`config.mk`:
```
export PLATFORM = sky130hd
export DESIGN_NAME = dma_responder
export DESIGN_NICKNAME = d
export VERILOG_FILES = /design/src/rtl/dma_responder.sv
export SDC_FILE = /design/constraint.sdc
export NUM_CORES = 1
export LEC_CHECK = 0
export CORE_MARGIN = 2
export CORE_UTILIZATION = 38
export CTS_CLUSTER_DIAMETER = 100
export DETAILED_ROUTE_END_ITERATION = 8
export PLACE_DENSITY = 0.69
export SYNTH_ARGS = -nofsm -noshare
export SYNTH_HDL_FRONTEND = slang
export SYNTH_SLANG_ARGS = --single-unit
export TNS_END_PERCENT = 30
```
`constraint.sdc`:
```
create_clock -name clk -period 15.3 [get_ports clk]
set_clock_uncertainty 0.2 [all_clocks]
set_input_delay 1.53 -clock clk [delete_from_list [all_inputs] [get_ports clk]]
set_output_delay 1.53 -clock clk [all_outputs]
set_load 0.01 [all_outputs]
```
`src/rtl/dma_responder.sv`:
```
// dma_responder: DMA engine at the responder end of the controller's DMA
// command interface. Each accepted command runs exactly one transfer.
//   op 0 INF : fetch the 64-bit layer descriptor (inf_conv)
//   op 1 FMI : input feature-map tile, memory -> buffer
//   op 2-4   : KEX/KPW/KDW kernel loads, memory -> buffer
//   op 5 FMO : output feature-map tile, buffer -> memory
//   op 6/7   : illegal, completes at once with dma_err
// Ports:
//   clk, rst (async, active-low)
//   s_dma, dma_op, dma_info1/2, dma_mem_info1/2 : command in
//   f_dma, dma_err, busy, inf_conv              : status out
//   ext_*                                       : external memory port
//   buf_*                                       : on-chip buffer port
module dma_responder #(
   parameter int ADDR_W   = 32,
   parameter int DATA_W   = 32,
   parameter int BUF_AW   = 12,
   parameter int INF_BASE = 32'h0,
   parameter int FMI_BASE = 32'h100,
   parameter int KEX_BASE = 32'h4000,
   parameter int KPW_BASE = 32'h6000,
   parameter int KDW_BASE = 32'h7000,
   parameter int FMO_BASE = 32'h8000,
   parameter int KEX_LEN  = 16,
   parameter int KPW_LEN  = 16,
   parameter int KDW_LEN  = 9,
   parameter int TI_ROWS  = 4,
   parameter int TI_COLS  = 4,
   parameter int TO_ROWS  = 2,
   parameter int TO_COLS  = 2
) (
   input  logic              clk,
   input  logic              rst,
   input  logic              s_dma,
   input  logic [2:0]        dma_op,
   input  logic [31:0]       dma_info1,
   input  logic [31:0]       dma_info2,
   input  logic [31:0]       dma_mem_info1,
   input  logic [31:0]       dma_mem_info2,
   output logic              f_dma,
   output logic              dma_err,
   output logic              busy,
   output logic [63:0]       inf_conv,
   output logic              ext_req,
   output logic              ext_we,
   output logic [ADDR_W-1:0] ext_addr,
   output logic [DATA_W-1:0] ext_wdata,
   input  logic              ext_gnt,
   input  logic              ext_rvalid,
   input  logic [DATA_W-1:0] ext_rdata,
   output logic [2:0]        buf_sel,
   output logic [BUF_AW-1:0] buf_addr,
   output logic              buf_we,
   output logic [DATA_W-1:0] buf_wdata,
   input  logic [DATA_W-1:0] buf_rdata
);

   typedef enum logic [2:0] {
      IDLE     = 3'd0,
      RD_ISSUE = 3'd1,
      RD_WAIT  = 3'd2,
      WR_FETCH = 3'd3,
      WR_ISSUE = 3'd4,
      DONE     = 3'd5
   } state_t;

   localparam logic [ADDR_W-1:0] INF_B = ADDR_W'(INF_BASE);
   localparam logic [ADDR_W-1:0] FMI_B = ADDR_W'(FMI_BASE);
   localparam logic [ADDR_W-1:0] KEX_B = ADDR_W'(KEX_BASE);
   localparam logic [ADDR_W-1:0] KPW_B = ADDR_W'(KPW_BASE);
   localparam logic [ADDR_W-1:0] KDW_B = ADDR_W'(KDW_BASE);
   localparam logic [ADDR_W-1:0] FMO_B = ADDR_W'(FMO_BASE);
   localparam logic [15:0] KEX_LAST = 16'(KEX_LEN - 1);
   localparam logic [15:0] KPW_LAST = 16'(KPW_LEN - 1);
   localparam logic [15:0] KDW_LAST = 16'(KDW_LEN - 1);
   localparam logic [15:0] TI_R_LAST = 16'(TI_ROWS - 1);
   localparam logic [15:0] TI_C_LAST = 16'(TI_COLS - 1);
   localparam logic [15:0] TO_R_LAST = 16'(TO_ROWS - 1);
   localparam logic [15:0] TO_C_LAST = 16'(TO_COLS - 1);

   state_t              state_r, state_nx_s;
   logic [2:0]          op_r;
   logic [ADDR_W-1:0]   mi1_r, mi2_r, row_off_r;
   logic [31:0]         info1_r, info2_r;
   logic [15:0]         k_r, row_r, col_r;
   logic                err_r, wr_first_r;
   logic [DATA_W-1:0]   wdata_r;
   logic [63:0]         inf_conv_r;

   logic [7:0]          w8_s, wo8_s;
   logic [ADDR_W-1:0]   stride_s, tile_s, addr_s;
   logic                last_s, col_last_s, step_s;
   logic                ext_req_s, ext_we_s, buf_we_s;
   logic                dbg_unused_s;

   // Debug-only command fields are kept in registers but feed no logic.
   assign dbg_unused_s = ^{info1_r, info2_r};

   // Address generation and last-word detection for the latched command.
   always_comb begin
      w8_s       = inf_conv_r[7:0];
      wo8_s      = inf_conv_r[7:0] >> inf_conv_r[41];
      stride_s   = (op_r == 3'd5) ? ADDR_W'(wo8_s) : ADDR_W'(w8_s);
      tile_s     = mi2_r + mi1_r + row_off_r + ADDR_W'(col_r);
      col_last_s = (op_r == 3'd5) ? (col_r == TO_C_LAST) : (col_r == TI_C_LAST);
      case (op_r)
         3'd0: begin
            addr_s = INF_B + ADDR_W'(k_r);
            last_s = (k_r == 16'd1);
         end
         3'd1: begin
            addr_s = FMI_B + tile_s;
            last_s = (row_r == TI_R_LAST) && (col_r == TI_C_LAST);
         end
         3'd2: begin
            addr_s = KEX_B + mi1_r + ADDR_W'(k_r);
            last_s = (k_r == KEX_LAST);
         end
         3'd3: begin
            addr_s = KPW_B + mi1_r + ADDR_W'(k_r);
            last_s = (k_r == KPW_LAST);
         end
         3'd4: begin
            addr_s = KDW_B + mi1_r + ADDR_W'(k_r);
            last_s = (k_r == KDW_LAST);
         end
         3'd5: begin
            addr_s = FMO_B + tile_s;
            last_s = (row_r == TO_R_LAST) && (col_r == TO_C_LAST);
         end
         default: begin
            addr_s = {ADDR_W{1'b0}};
            last_s = 1'b1;
         end
      endcase
   end

   // Next-state logic and per-state strobes.
   always_comb begin
      state_nx_s = state_r;
      ext_req_s  = 1'b0;
      ext_we_s   = 1'b0;
      buf_we_s   = 1'b0;
      case (state_r)
         IDLE: begin
            if (s_dma) begin
               case (dma_op)
                  3'd0, 3'd1, 3'd2, 3'd3, 3'd4: state_nx_s = RD_ISSUE;
                  3'd5:                         state_nx_s = WR_FETCH;
                  default:                      state_nx_s = DONE;
               endcase
            end else begin
               state_nx_s = IDLE;
            end
         end
         RD_ISSUE: begin
            ext_req_s = 1'b1;
            if (ext_gnt) begin
               state_nx_s = RD_WAIT;
            end else begin
               state_nx_s = RD_ISSUE;
            end
         end
         RD_WAIT: begin
            if (ext_rvalid) begin
               buf_we_s   = (op_r != 3'd0);
               state_nx_s = last_s ? DONE : RD_ISSUE;
            end else begin
               state_nx_s = RD_WAIT;
            end
         end
         WR_FETCH: begin
            state_nx_s = WR_ISSUE;
         end
         WR_ISSUE: begin
            ext_req_s = 1'b1;
            ext_we_s  = 1'b1;
            if (ext_gnt) begin
               state_nx_s = last_s ? DONE : WR_FETCH;
            end else begin
               state_nx_s = WR_ISSUE;
            end
         end
         DONE: begin
            state_nx_s = IDLE;
         end
         default: begin
            state_nx_s = IDLE;
         end
      endcase
   end

   assign step_s = ((state_r == RD_WAIT) && ext_rvalid) || ((state_r == WR_ISSUE) && ext_gnt);

   // State register; reset drops any transfer in progress.
   always_ff @(posedge clk or negedge rst) begin
      if (!rst) begin
         state_r <= IDLE;
      end else begin
         state_r <= state_nx_s;
      end
   end

   // Command latch and word/row/column counters; row offset grows by one stride per row.
   always_ff @(posedge clk or negedge rst) begin
      if (!rst) begin
         op_r      <= 3'd0;
         mi1_r     <= {ADDR_W{1'b0}};
         mi2_r     <= {ADDR_W{1'b0}};
         info1_r   <= 32'd0;
         info2_r   <= 32'd0;
         err_r     <= 1'b0;
         k_r       <= 16'd0;
         row_r     <= 16'd0;
         col_r     <= 16'd0;
         row_off_r <= {ADDR_W{1'b0}};
      end else if ((state_r == IDLE) && s_dma) begin
         op_r      <= dma_op;
         mi1_r     <= ADDR_W'(dma_mem_info1);
         mi2_r     <= ADDR_W'(dma_mem_info2);
         info1_r   <= dma_info1;
         info2_r   <= dma_info2;
         err_r     <= (dma_op > 3'd5);
         k_r       <= 16'd0;
         row_r     <= 16'd0;
         col_r     <= 16'd0;
         row_off_r <= {ADDR_W{1'b0}};
      end else if (step_s) begin
         k_r <= k_r + 16'd1;
         if (col_last_s) begin
            col_r     <= 16'd0;
            row_r     <= row_r + 16'd1;
            row_off_r <= row_off_r + stride_s;
         end else begin
            col_r <= col_r + 16'd1;
         end
      end
   end

   // Descriptor register, written only by the two INF read returns.
   always_ff @(posedge clk or negedge rst) begin
      if (!rst) begin
         inf_conv_r <= 64'd0;
      end else if ((state_r == RD_WAIT) && ext_rvalid && (op_r == 3'd0)) begin
         if (k_r[0]) begin
            inf_conv_r[63:32] <= ext_rdata[31:0];
         end else begin
            inf_conv_r[31:0] <= ext_rdata[31:0];
         end
      end
   end

   // Write-data hold: buf_rdata is live on the first WR_ISSUE cycle, held afterwards.
   always_ff @(posedge clk or negedge rst) begin
      if (!rst) begin
         wr_first_r <= 1'b0;
         wdata_r    <= {DATA_W{1'b0}};
      end else begin
         wr_first_r <= (state_nx_s == WR_ISSUE) && (state_r != WR_ISSUE);
         if (wr_first_r) begin
            wdata_r <= buf_rdata;
         end
      end
   end

   assign f_dma     = (state_r == DONE);
   assign dma_err   = (state_r == DONE) && err_r;
   assign busy      = (state_r != IDLE);
   assign inf_conv  = inf_conv_r;
   assign ext_req   = ext_req_s;
   assign ext_we    = ext_we_s;
   assign ext_addr  = ext_req_s ? addr_s : {ADDR_W{1'b0}};
   assign ext_wdata = ext_we_s ? (wr_first_r ? buf_rdata : wdata_r) : {DATA_W{1'b0}};
   assign buf_sel   = ((state_r != IDLE) && (op_r >= 3'd1) && (op_r <= 3'd5)) ? op_r : 3'd0;
   assign buf_addr  = (state_r != IDLE) ? BUF_AW'(k_r) : {BUF_AW{1'b0}};
   assign buf_we    = buf_we_s;
   assign buf_wdata = buf_we_s ? ext_rdata : {DATA_W{1'b0}};

endmodule

```
Figure 1. Ports around the boundary (run 1).
Pins as bars across the die edge, other pins in gray.
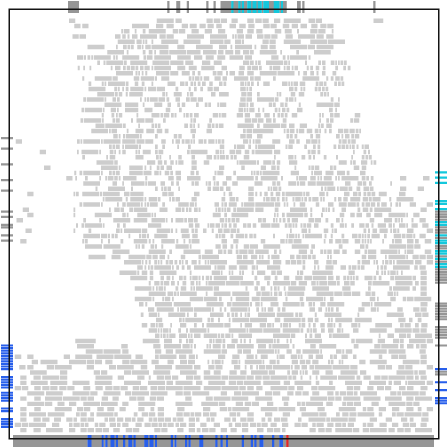
[blue] `inf_conv` | pins: 64 | direction: output | edge: 33 bottom, 25 left, 6 right
[red] `ext_gnt` | pins: 1 | direction: input | edge: bottom
[cyan] `ext_addr` | pins: 32 | direction: output | edge: 16 right, 16 top
all pins by edge: 237 bottom, 55 right, 53 top, 36 left
Horiz. Die Dim: 222 um
number of input and output port buffers inserted: 316
height of the die: 222 um

Figure 2. Placement by cell class (run 1).
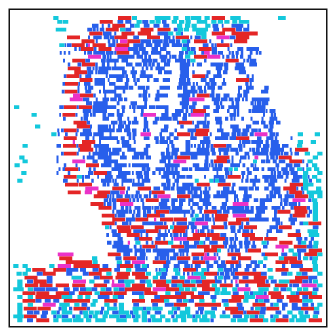
[red] flops | cells: 248
[magenta] clock drivers and dummy loads | cells: 49
[blue] combinational and other logic | cells: 1643
[cyan] other buffers and delay cells | cells: 330
final core utilization: 48.5%
final design instance area without fill: 0.0226 mm^2
Placement Rows: 79
Floorplan Core Area: 0.0467 mm^2
flip-flop and latch share of the layout cell area: 27.4%

==> git commit body, run 1 <==
Store results of the implementation flow

- Run status: finished, final reports clean
* Final cycle utilization of the critical path: 51.8%
- CTS tree: done
- Worst setup path class: reg2out
- The number of antenna diodes in the final layout is 0.
* Share of final-layout standard cells stronger than drive strength 1: 9.60%
* Unrepaired setup endpoints after global routing: false
- In the global route stage, met3 resource usage came out at 4.24%.
- Number of standard cells in the final layout excluding fillers: 2877
* GRT Max-Usage Layer: met2
* Area overhead of the layout relative to synthesis: 25.4%
- CTS saw 248 sinks.
- After synthesis, the most frequently instantiated cells are 248 x sky130_fd_sc_hd__dfrtp_1, 171 x sky130_fd_sc_hd__nand2_1, 162 x sky130_fd_sc_hd__inv_1.
- The worst register-to-register path depth is 17.
* Mapped Cells: 1987
* Number of instances on the worst hold path: 1
- For reference, the post-synthesis area per instance comes to 9.08 um^2.
- P_int: 2.70 mW
* Most used flip-flop cell after synthesis: sky130_fd_sc_hd__dfrtp_1
- Hold-check failures listed in the final report amount to 0.
- Post-CTS repair ended up resizing 0 cells.
- In this run the VDD rail shows a maximum IR drop of 0.000122 V.
- Highest-delay cell along the critical path: sky130_fd_sc_hd__a311oi_1
* Count of synthesis-stage warnings from yosys: 0
* Placed instance count: 2828
* Critical Path, Cell by Cell: inv_1, fa_1, fa_1, inv_1, ha_1, fa_1, a211oi_2, o21ai_2, a21oi_2, o21ai_1, a311oi_1, and4bb_2, o2111ai_1, nor4_1, xor2_1, o22ai_1, clkdlybuf4s50_1
* Peak per-stage delay on the critical path: 0.60 ns
- Chip footprint: 0.0492 mm^2
- For the finished layout, the period the worst path requires is 7.93 ns.
* Fin. max-slew vios: 0
- The flow reported a cell area power density of 232 mW/mm^2.
- The routed layout has 15814 vias.
- Final Setup Violations: 0
- met2 track demand over resource after global routing is 35.7%.
- Entering global routing, the biggest net connects 119 pins.
* Number of global-route vias before repair: 15961
* Startpoint Class: flip-flop
- In this run, the number of DRC markers left after iteration 0 of detailed routing was 1286.
* Stage-log warning count: 96
- Leading cell types in the layout, fill and taps excluded: 315 x sky130_fd_sc_hd__clkdlybuf4s50_1, 248 x sky130_fd_sc_hd__dfrtp_1, 171 x sky130_fd_sc_hd__nand2_1
* Distinct lib cells: 89
- The share of total power dissipated in combinational logic is 66.2%.
* H-tree level count: 1
* Worst reg2reg setup slack: 9.42 ns
- Proportion of power drawn by flip-flops and latches: 20.4%
- Fill cells in the final layout number 4391.
- At the pin with the least slew margin, the transition time is 1.31 ns.
- WHS: 0.291 ns
- The final layout contains 2600 nets.
- Leaving out fill and tap cells, the most frequent cell in the layout is sky130_fd_sc_hd__clkdlybuf4s50_1.
- The cell family contributing the most delay on the critical path is AND-OR/OR-AND gates.
- Summed over all nets, the switching power comes to 2.53 mW.
* Final Total Pwr: 5.24 mW
- RR Endpoint: row_off_r[12]
- The register with the most flip-flops in the layout has 64 of them.
* Kind of end point of the critical path: output pin
* Portion of synthesized cell area occupied by the leading cell type: 34.4%
- The floorplan report gives the top-level pin count as 381.
* Reg clk slew, reported paths: 0.06 ns
- For this design the static power due to leakage is 9.78 nW.
- Yosys stat counts 1987 cells in the synthesized netlist.
* First-pass GRT wire length: 89000 um
- Per STA, the library cell used most along the worst path is sky130_fd_sc_hd__fa_1.
Figure 3. Clock wires, drivers and flops (run 1).
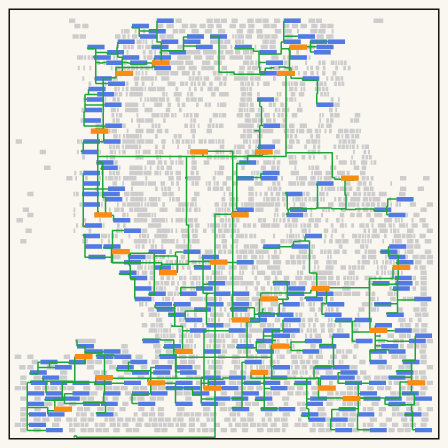
[blue] flip-flops | count: 248
[green] clock wires | length: 3610 um
[orange] clock drivers | count: 29
flops lie: spread over the die
clock group total power: 0.704 mW
latest clock arrival within the worst-skew pair: 0.58 ns
Clock power frac: 13.4%

run 1: cells by family after synthesis:
| kind of cell | Yosys count | synth area share (%) |
|---|---|---|
| compound gates | 421 | 15.0 |
| xor+xnor | 109 | 5.38 |
| fa+ha+maj | 148 | 12.3 |
| buf+inv | 260 | 5.70 |
| flops | 248 | 34.4 |
| mux | 140 | 8.63 |
| simple gates | 661 | 18.6 |
run 1: worst max-delay path by stage:
| stage | slack, ns | depth (start not counted) | to | startpoint |
|---|---|---|---|---|
| after floorplan | 9.22 | 18 | ext_addr[23] | row_off_r[1] |
| after global placement | 8.04 | 18 | ext_addr[17] | mi1_r[1] |
| after detailed placement | 7.99 | 17 | ext_addr[30] | mi1_r[1] |
| after CTS | 7.36 | 17 | ext_addr[30] | mi1_r[1] |
| after global routing | 7.08 | 17 | ext_addr[30] | mi1_r[1] |
| final | 7.37 | 17 | ext_addr[30] | mi1_r[1] |
run 1: metal layers:
layer / routed length, um / vias up / part of all wire (%)
met1: 25600 / 7733 / 46
met4: 1240 / 0 / 2.2
li1: - / 7509 / -
met3: 3540 / 79 / 6.4
met5: 0 / - / 0
met2: 25300 / 493 / 45
run 1: area by class of cell:
cell class | instances | share of cell area (%)
Clock buffer | 42 | 3.56
Clock inverter | 7 | 0.609
Sequential cell | 248 | 27.4
Inverter | 164 | 2.72
Tap cell | 607 | 3.36
Multi-Input combinational cell | 1479 | 47.8
Timing Repair Buffer | 330 | 14.5
run 1: power groups by stage:
| stage | combinational (mW) | sequential, mW | clock, mW |
|---|---|---|---|
| after floorplan | 2.38 | 1.00 | 0 |
| after global placement | 3.37 | 1.06 | 0 |
| after detailed placement | 3.41 | 1.07 | 0 |
| after CTS | 3.44 | 1.06 | 0.716 |
| after global routing | 3.82 | 1.10 | 0.743 |
| final | 3.47 | 1.07 | 0.704 |
Figure 4. Wiring by layer (run 1).
Only two layers are drawn.
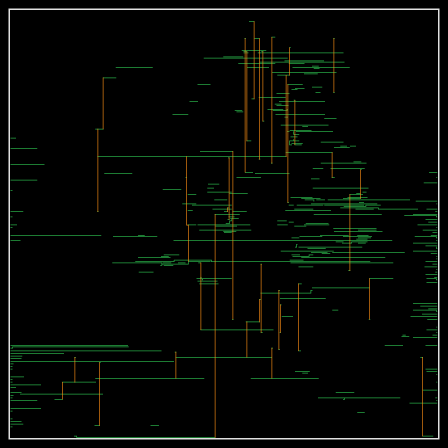

==> inputs of run 2 (changes only) <==
clock period = 7.4 ns   (was 15.3 ns; I/O delays follow)
Figure 5. Wiring by layer (run 2).
Only two layers are drawn.
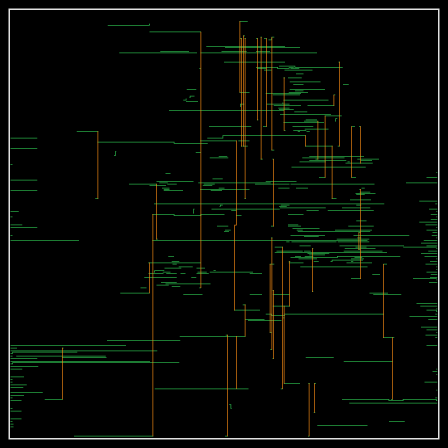
[green] metal 3 | wire length: 3940 um
[orange] metal 4 | wire length: 1680 um
drt wl/cell: 19.7 um
overall routing resource usage: 22.7%
vias after detailed routing: 15920
Final Routed Wirelength: 56800 um

==> run 2 against run 1 <==
Net effect: non-clock buffer count down 1; worst hold slack better by 0.0042 ns; register-to-register slack worse by 7.8 ns; flip-flop count unchanged; die size unchanged; global-route usage up 0.28 points; wire length up 2.0%; total power up 110%; critical path type unchanged; critical endpoint unchanged; largest power group unchanged.
==> git commit body, run 2 <==
Store results of the implementation flow

* Worst Tran Pin Value: 1.32 ns
- Portion of total power attributed to combinational logic: 65.2%
- Chip area in the Yosys report: 0.0180 mm^2
- Post-Synthesis Mean Instance Area: 9.08 um^2
- Shortest clock period the worst path allows after layout: 7.09 ns
- Placed instance count: 2826
- Worst Setup Slack post-DPL: 0.993 ns
- Sequential elements use 34.4% of the synthesized area.
* Endpoint arrival time on the critical path: 6.15 ns
- Worst relative slew slack: 11.8%
- The routed design shows a via density per instance of 5.52.
- RR Endpoint: row_off_r[30]
* Post-synth top cells: 248 x sky130_fd_sc_hd__dfrtp_1, 171 x sky130_fd_sc_hd__nand2_1, 162 x sky130_fd_sc_hd__inv_1
- Power density normalized to cell area: 483 mW/mm^2
- In the finished design, the share of the clock period the worst path needs comes to 95.8%.
- After synthesis, the share of flip-flops with an asynchronous set or reset is 100%.
- Number of instances on the worst hold path: 1
* Largest vdd supply drop: 0.000247 V
- Final total negative setup slack: 0 ns
- For the worst flop-to-flop path, the logic depth is 17.
- The completed layout was analyzed and its total power is 11.0 mW.
- In the post-route analysis, the smallest setup slack over all paths is 0.308 ns.
- The power report lists cell-internal power as 5.72 mW.
- Hold EP: wdata_r[23]
- The worst setup path is captured at an output pin.
* Startpoint of the worst hold path: wdata_r[23]
- Among all flip-flop cells after synthesis, the most frequent one is sky130_fd_sc_hd__dfrtp_1.
* Switching power total: 5.30 mW
- Pin count of the biggest net entering global routing: 158
- Stage-log warning count: 96
* Worst path most repeated cell: sky130_fd_sc_hd__fa_1
- Portion of synthesized cell area occupied by the leading cell type: 34.4%
- Hpwl dp: 43500 um
- Synthesis instantiated 89 different standard cells from the library.
- The register with the most flip-flops in the layout has 64 of them.
* Number of hold violations in the final report: 0
* Max Freq: 141 MHz
- Unrepaired setup endpoints after global routing: false
* Number of standard cells in the final layout excluding fillers: 2885
* Number of global-route vias before repair: 16143
* Switching part of the total: 48.1%
- Per the gpl log, the routability congestion estimate is 0.920.
- For the worst reg-to-reg path, the startpoint reported by OpenROAD is op_r[2].
* Yosys reg bits: 248
- Total overflow reported by the global router: 0
- For this run, the number of Yosys warnings is 0.
- Post-CTS resize count: 0
* Number of logic stages on the critical path including buffering: 17
- The path class of the tightest hold or removal check is reg2reg.
- The cell family contributing the most delay on the critical path is AND-OR/OR-AND gates.
- For this run, the post-layout net count is 2601.
- In this design, the stage delay of the slowest critical-path cell is 0.59 ns.
- Of the total power, the clock network draws 14.7%.
- According to the timing report, the data required time at the worst endpoint equals 6.46 ns.
- Static power due to leakage: 9.87 nW
- Antenna violations before repair: 1
- Initial core utilization: 38.7%
* Number of buffers inserted by post-CTS setup repair: 0
- From bottom edge to top edge, the die measures 222 um.
- For this run, the detailed router's first-pass iteration total came to 5.
* Run status: finished, final reports clean
* Clock buffer count from CTS: 31
- Per the post-synthesis report, the nets total 2335.
* Latest clock arrival within the worst-skew pair: 0.61 ns
* Total of fill cells in the finished design: 4375
- The worst register-to-register path has a setup slack of 1.60 ns.
* Proportion of power drawn by flip-flops and latches: 20.1%
- The floorplan step defined a die boundary enclosing 0.0492 mm^2.
* Post-synth top area cell: sky130_fd_sc_hd__dfrtp_1
- Between the synthesized netlist and the finished layout, the area growth was recorded as 26.4%.
- Horiz. Die Dim: 222 um
- The tree is rooted in a sky130_fd_sc_hd__clkbuf_16.
* Fin. max-slew vios: 0
- Floorplan Core Area: 0.0467 mm^2
- First-pass GRT wire length: 89500 um
- H-tree level count: 1
- TritonRoute reported its final design rule violation total as 0.
- Most instantiated logic cell after routing: sky130_fd_sc_hd__clkdlybuf4s50_1
- Max-cap viol count: 0
- On the final layout, the worst hold slack is 0.295 ns.
- The signal on the critical path passes through inv_1, fa_1, fa_1, inv_1, ha_1, fa_1, a211oi_2, o21ai_2, a21oi_2, o21ai_1, a311oi_1, and4bb_2, o2111ai_1, nor4_1, xor2_1, o22ai_1, clkdlybuf4s50_1.
* Cell count in the Yosys report: 1987
* Worst setup path startpoint: mi1_r[1]
- Final core utilization: 48.8%
- Worst setup path class: reg2out
- The finished cells cover 0.0228 mm^2.
- Placement Rows: 79
- Per the timing report, the biggest fanout along the worst path comes to 7.
* Post-synth tally of flip-flops with integrated enable: 0
* Worst setup endpoint: ext_addr[30]
- After the first detailed-routing iteration, the DRC count stood at 1270.
- Top cells by area: sky130_fd_sc_hd__dfrtp_1 34%, sky130_fd_sc_hd__mux2_2 7.7%, sky130_fd_sc_hd__ha_1 6.9%, sky130_fd_sc_hd__fa_1 5.4%, sky130_fd_sc_hd__nand2_1 3.6%
- Number of input and output port buffers inserted: 316
- Among all stages on the critical path, the largest delay is contributed by sky130_fd_sc_hd__a311oi_1.
- In this run the cell area measured after placement is 0.0217 mm^2.
- Mapped Cells: 1987
* Count of buffer and inverter cells on the critical path: 3
- Combined area of all synthesized cells: 0.0180 mm^2
- Reg clk slew, reported paths: 0.06 ns
- The final timing report counts setup violations totalling 0.
* Antenna Violating Nets Remaining: 0
- Per the cell usage report, the commonest logic cells after layout are 315 x sky130_fd_sc_hd__clkdlybuf4s50_1, 248 x sky130_fd_sc_hd__dfrtp_1, 171 x sky130_fd_sc_hd__nand2_1.
- Startpoint Class: flip-flop
- The most common cell in the synthesized netlist is sky130_fd_sc_hd__dfrtp_1.
- Ports placed on the boundary: 381
- Per the final layout report, the fraction of cells sized above drive strength 1 comes to 10.1%.
- Num Clock Sinks: 248
- Largest buffer count on any clock path: 3
- TritonCTS built the clock tree.
[run 2: netlist changes by cell type in the layout (fill, tap and decap cells not counted), sizes merged]
cell,delta
clkinvlp,+1
dlygate4sd3,+1
inv,+1
buf,-2
clkbuf,-1
clkinv,+6
diode,+1
bufinv,+1
[run 2: logic make-up (layout without fill, tap and decap cells)]
group,count (synthesis),in the layout,share of synthesized area [%]
AND/OR/NAND/NOR,661,661,18.6
AND-OR/OR-AND,421,421,15.0
buffers and inverters,260,550,5.70
flip-flops,248,248,34.4
adder cells (fa/ha/maj),148,148,12.3
multiplexers,140,140,8.63
XOR/XNOR,109,109,5.38
other,0,1,0
[run 2: cell type report]
class / count / area (um^2) / share of cell area [%]
Inverter: 164 / 616 / 2.70
Antenna cell: 1 / 2.50 / 0.0110
Tap cell: 607 / 759 / 3.33
Multi-Input combinational cell: 1479 / 10800 / 47.5
Timing Repair Buffer: 329 / 3280 / 14.4
Clock inverter: 16 / 218 / 0.955
Clock buffer: 41 / 883 / 3.88
Sequential cell: 248 / 6210 / 27.2
[run 2: power groups by stage]
stage	registers (mW)	logic (mW)	clock network (mW)
4_1_cts	2.20	7.13	1.66
6_report	2.21	7.18	1.62
3_5_place_dp	2.22	7.07	0
3_3_place_gp	2.20	6.97	0
2_1_floorplan	2.08	4.92	0
5_1_grt	2.27	7.90	1.71
[run 2: metal layers]
layer  routed length [um]  GRT usage [%]
met1                25600           31.2
met2                25600           36.3
met3                 3940           4.21
met4                 1680           7.06
met5                    0              0
[run 2: repair_timing]
| action | in CTS | in global routing |
|---|---|---|
| hold endpoints to repair | 17 | 0 |
| hold buffers | 1 | 0 |
| setup endpoints to repair | 0 | 0 |
Figure 6. Routing congestion map (run 2).
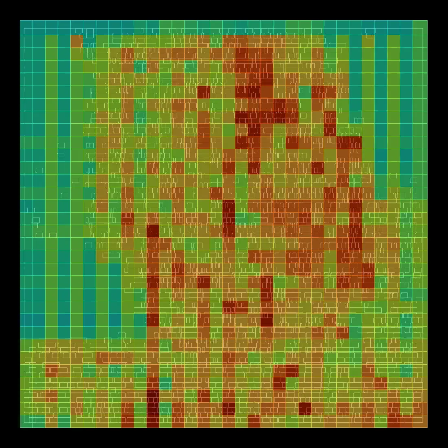

==> inputs of run 3 (changes only) <==
CAP_MARGIN = 20   (was not set)
Figure 7. Routing congestion map (run 3).
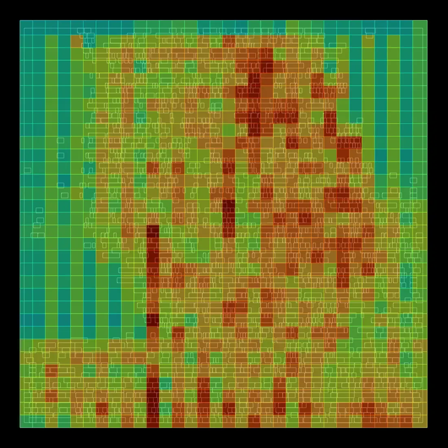
overall routing resource usage: 22.8%
routing usage on met1: 31.8%
GRT Max-Usage Layer: met2

==> run 3 against run 2 <==
Net effect: first-iteration DRC count down 4.3%; fmax down 0.22%; combinational power up 0.8%; core utilization fell by 0.078 points; critical path depth unchanged; wire length down 0.39%; sequential share of layout area about the same; cell area is 0.16% lower; synthesized area is the same; critical endpoint unchanged; largest cell class unchanged.
==> git commit body, run 3 <==
Store results of the implementation flow

- Run status: finished, final reports clean
- The cell-mix breakdown from Yosys lists the adder-cell area share as 12.3%.
- At the worst endpoint, the required time is 6.46 ns.
- In the final routing, the length of wire on met1 measures 25500 um.
* Combined area of all synthesized cells: 0.0180 mm^2
* Worst Tran Pin Value: 1.10 ns
* Met3 routed WL: 3950 um
- Portion of synthesized cell area occupied by the leading cell type: 34.4%
- Seq share, synth: 34.4%
- Of the total synthesized cell area, the portion taken by AND, OR, NAND and NOR gates is 18.6%.
- Final Setup Violations: 0
* Multiplexer share: 8.63%
* Root Buffer: sky130_fd_sc_hd__clkbuf_16
* Share of final-layout standard cells stronger than drive strength 1: 9.96%
- Drt first pass iters: 6
* CTS tree: done
* Cell count of the worst reg-to-reg path: 18
- Startpoint Class: flip-flop
- Yosys reg bits: 248
* Mapped Cells: 1987
* Flip-flop count of the largest register, all copies and words added: 64
- Antenna Violating Nets Remaining: 0
- The script computed a power per unit cell area of 480 mW/mm^2.
- The most common cell in the synthesized netlist is sky130_fd_sc_hd__dfrtp_1.
- The count of buffers added on input and output ports is 316.
- The critical path maximum fanout is 7.
- Post-route period utilization is reported as 96.1%.
- The top cell type in the final layout, fill and taps aside, is sky130_fd_sc_hd__clkdlybuf4s50_1.
- Floorplan Core Area: 0.0467 mm^2
- Xor and xnor area share after synthesis: 5.38%
* Final design instance area without fill: 0.0227 mm^2
* Critical Path, Cell by Cell: inv_1, fa_1, fa_1, inv_1, ha_1, fa_1, a211oi_2, o21ai_2, a21oi_2, o21ai_1, a311oi_1, and4bb_2, o2111ai_1, nor4_1, xor2_1, o22ai_1, clkdlybuf4s50_1
- Net switching is 48.3% of the power.
- Clock power frac: 13.6%
* Switching power total: 5.27 mW
* Placed cell areas: 0.0217 mm^2
- Summed over all nets, wire length on met2 after detailed routing comes to 25900 um.
- The number of antenna violations at the first check in global routing is 1.
- In the final report, the number of pins over their slew limit comes to 0.
- Largest buffer count on any clock path: 3
- Worst reg2reg setup slack: 1.79 ns
- The run reported a max-capacitance violation count of 0.
- For the final routed database, the setup TNS stands at 0 ns.
- Total overflow reported by the global router: 0
- The worst register-to-register path ends at row_off_r[30].
- Highest-delay cell along the critical path: sky130_fd_sc_hd__a311oi_1
- At floorplan, the net count of the design was reported as 2335.
- Met2 capacity usage during global routing: 36.5%
- Per the placement report, the placed cell count is 2828.
* Unrepaired setup endpoints after global routing: false
* Peak per-stage delay on the critical path: 0.62 ns
- The report lists the number of standard-cell rows as 79.
- The die is 222 um tall.
- Worst path most repeated cell: sky130_fd_sc_hd__fa_1
- The worst hold path begins at wdata_r[6].
- Count of buffer and inverter cells on the critical path: 3
- Worst relative slew slack: 26.9%
- The first global-routing pass estimated 90100 um of wire.
- Leading cell types in the layout, fill and taps excluded: 315 x sky130_fd_sc_hd__clkdlybuf4s50_1, 248 x sky130_fd_sc_hd__dfrtp_1, 171 x sky130_fd_sc_hd__nand2_1
- Latest clock arrival within the worst-skew pair: 0.59 ns
* Number of standard cells in the final layout excluding fillers: 2886
* Hold EP: wdata_r[6]
- The layout report lists the multi-input gate area as 0.0108 mm^2.
- Static power due to leakage: 9.85 nW
* Pin count of the biggest net entering global routing: 158
- For this run, asynchronously set or reset flops after synthesis account for 100%.
- Storage element area: 0.00621 mm^2
* Most used flip-flop cell after synthesis: sky130_fd_sc_hd__dfrtp_1
run 3: cell counts after synthesis:
No cell type changed its count.
run 3: layout make-up:
type / count / area share [%]
Multi-Input combinational cell: 1479 / 47.6
Sequential cell: 248 / 27.3
Timing Repair Buffer: 334 / 14.8
Clock buffer: 42 / 3.62
Tap cell: 607 / 3.34
Inverter: 164 / 2.71
Clock inverter: 11 / 0.698
Antenna cell: 1 / 0.0110
run 3: power groups by stage:
stage | logic [mW] | registers [mW] | clock network (mW)
final | 7.24 | 2.19 | 1.49
after global routing | 7.97 | 2.24 | 1.58
after CTS | 7.14 | 2.20 | 1.52
after detailed placement | 7.09 | 2.22 | 0
after global placement | 6.97 | 2.20 | 0
after floorplan | 4.92 | 2.08 | 0
run 3: cell families after synthesis:
group	after synthesis
AND-OR/OR-AND	421
multiplexers	140
flip-flops	248
XOR/XNOR	109
adder cells (fa/ha/maj)	148
buffers and inverters	260
AND/OR/NAND/NOR	661
run 3: worst max path at each step:
stage                       from      endpoint  cells after the start
floorplan           row_off_r[1]  ext_addr[23]                     18
global placement        mi1_r[1]  ext_addr[17]                     18
detailed placement      mi1_r[1]  ext_addr[30]                     17
CTS                     mi1_r[1]  ext_addr[30]                     17
global route            mi1_r[1]  ext_addr[21]                     18
finish                  mi1_r[1]  ext_addr[30]                     17
run 3: per-stage QoR:
stage	hold slack (ns)	total power [mW]	worst slack, ns
after floorplan	0.244	6.99	2.11
after global placement	0.276	9.17	1.05
after detailed placement	0.282	9.30	0.969
after CTS	0.295	10.9	0.331
after global routing	0.301	11.8	0.00660
final	0.293	10.9	0.292
run 3: repair_timing:
item,4_1_cts,5_1_grt
hold buffers,1,0
endpoints found under the hold margin,8,0
endpoints found under the setup margin,0,0
Power is estimated from default activity; no workload was simulated.
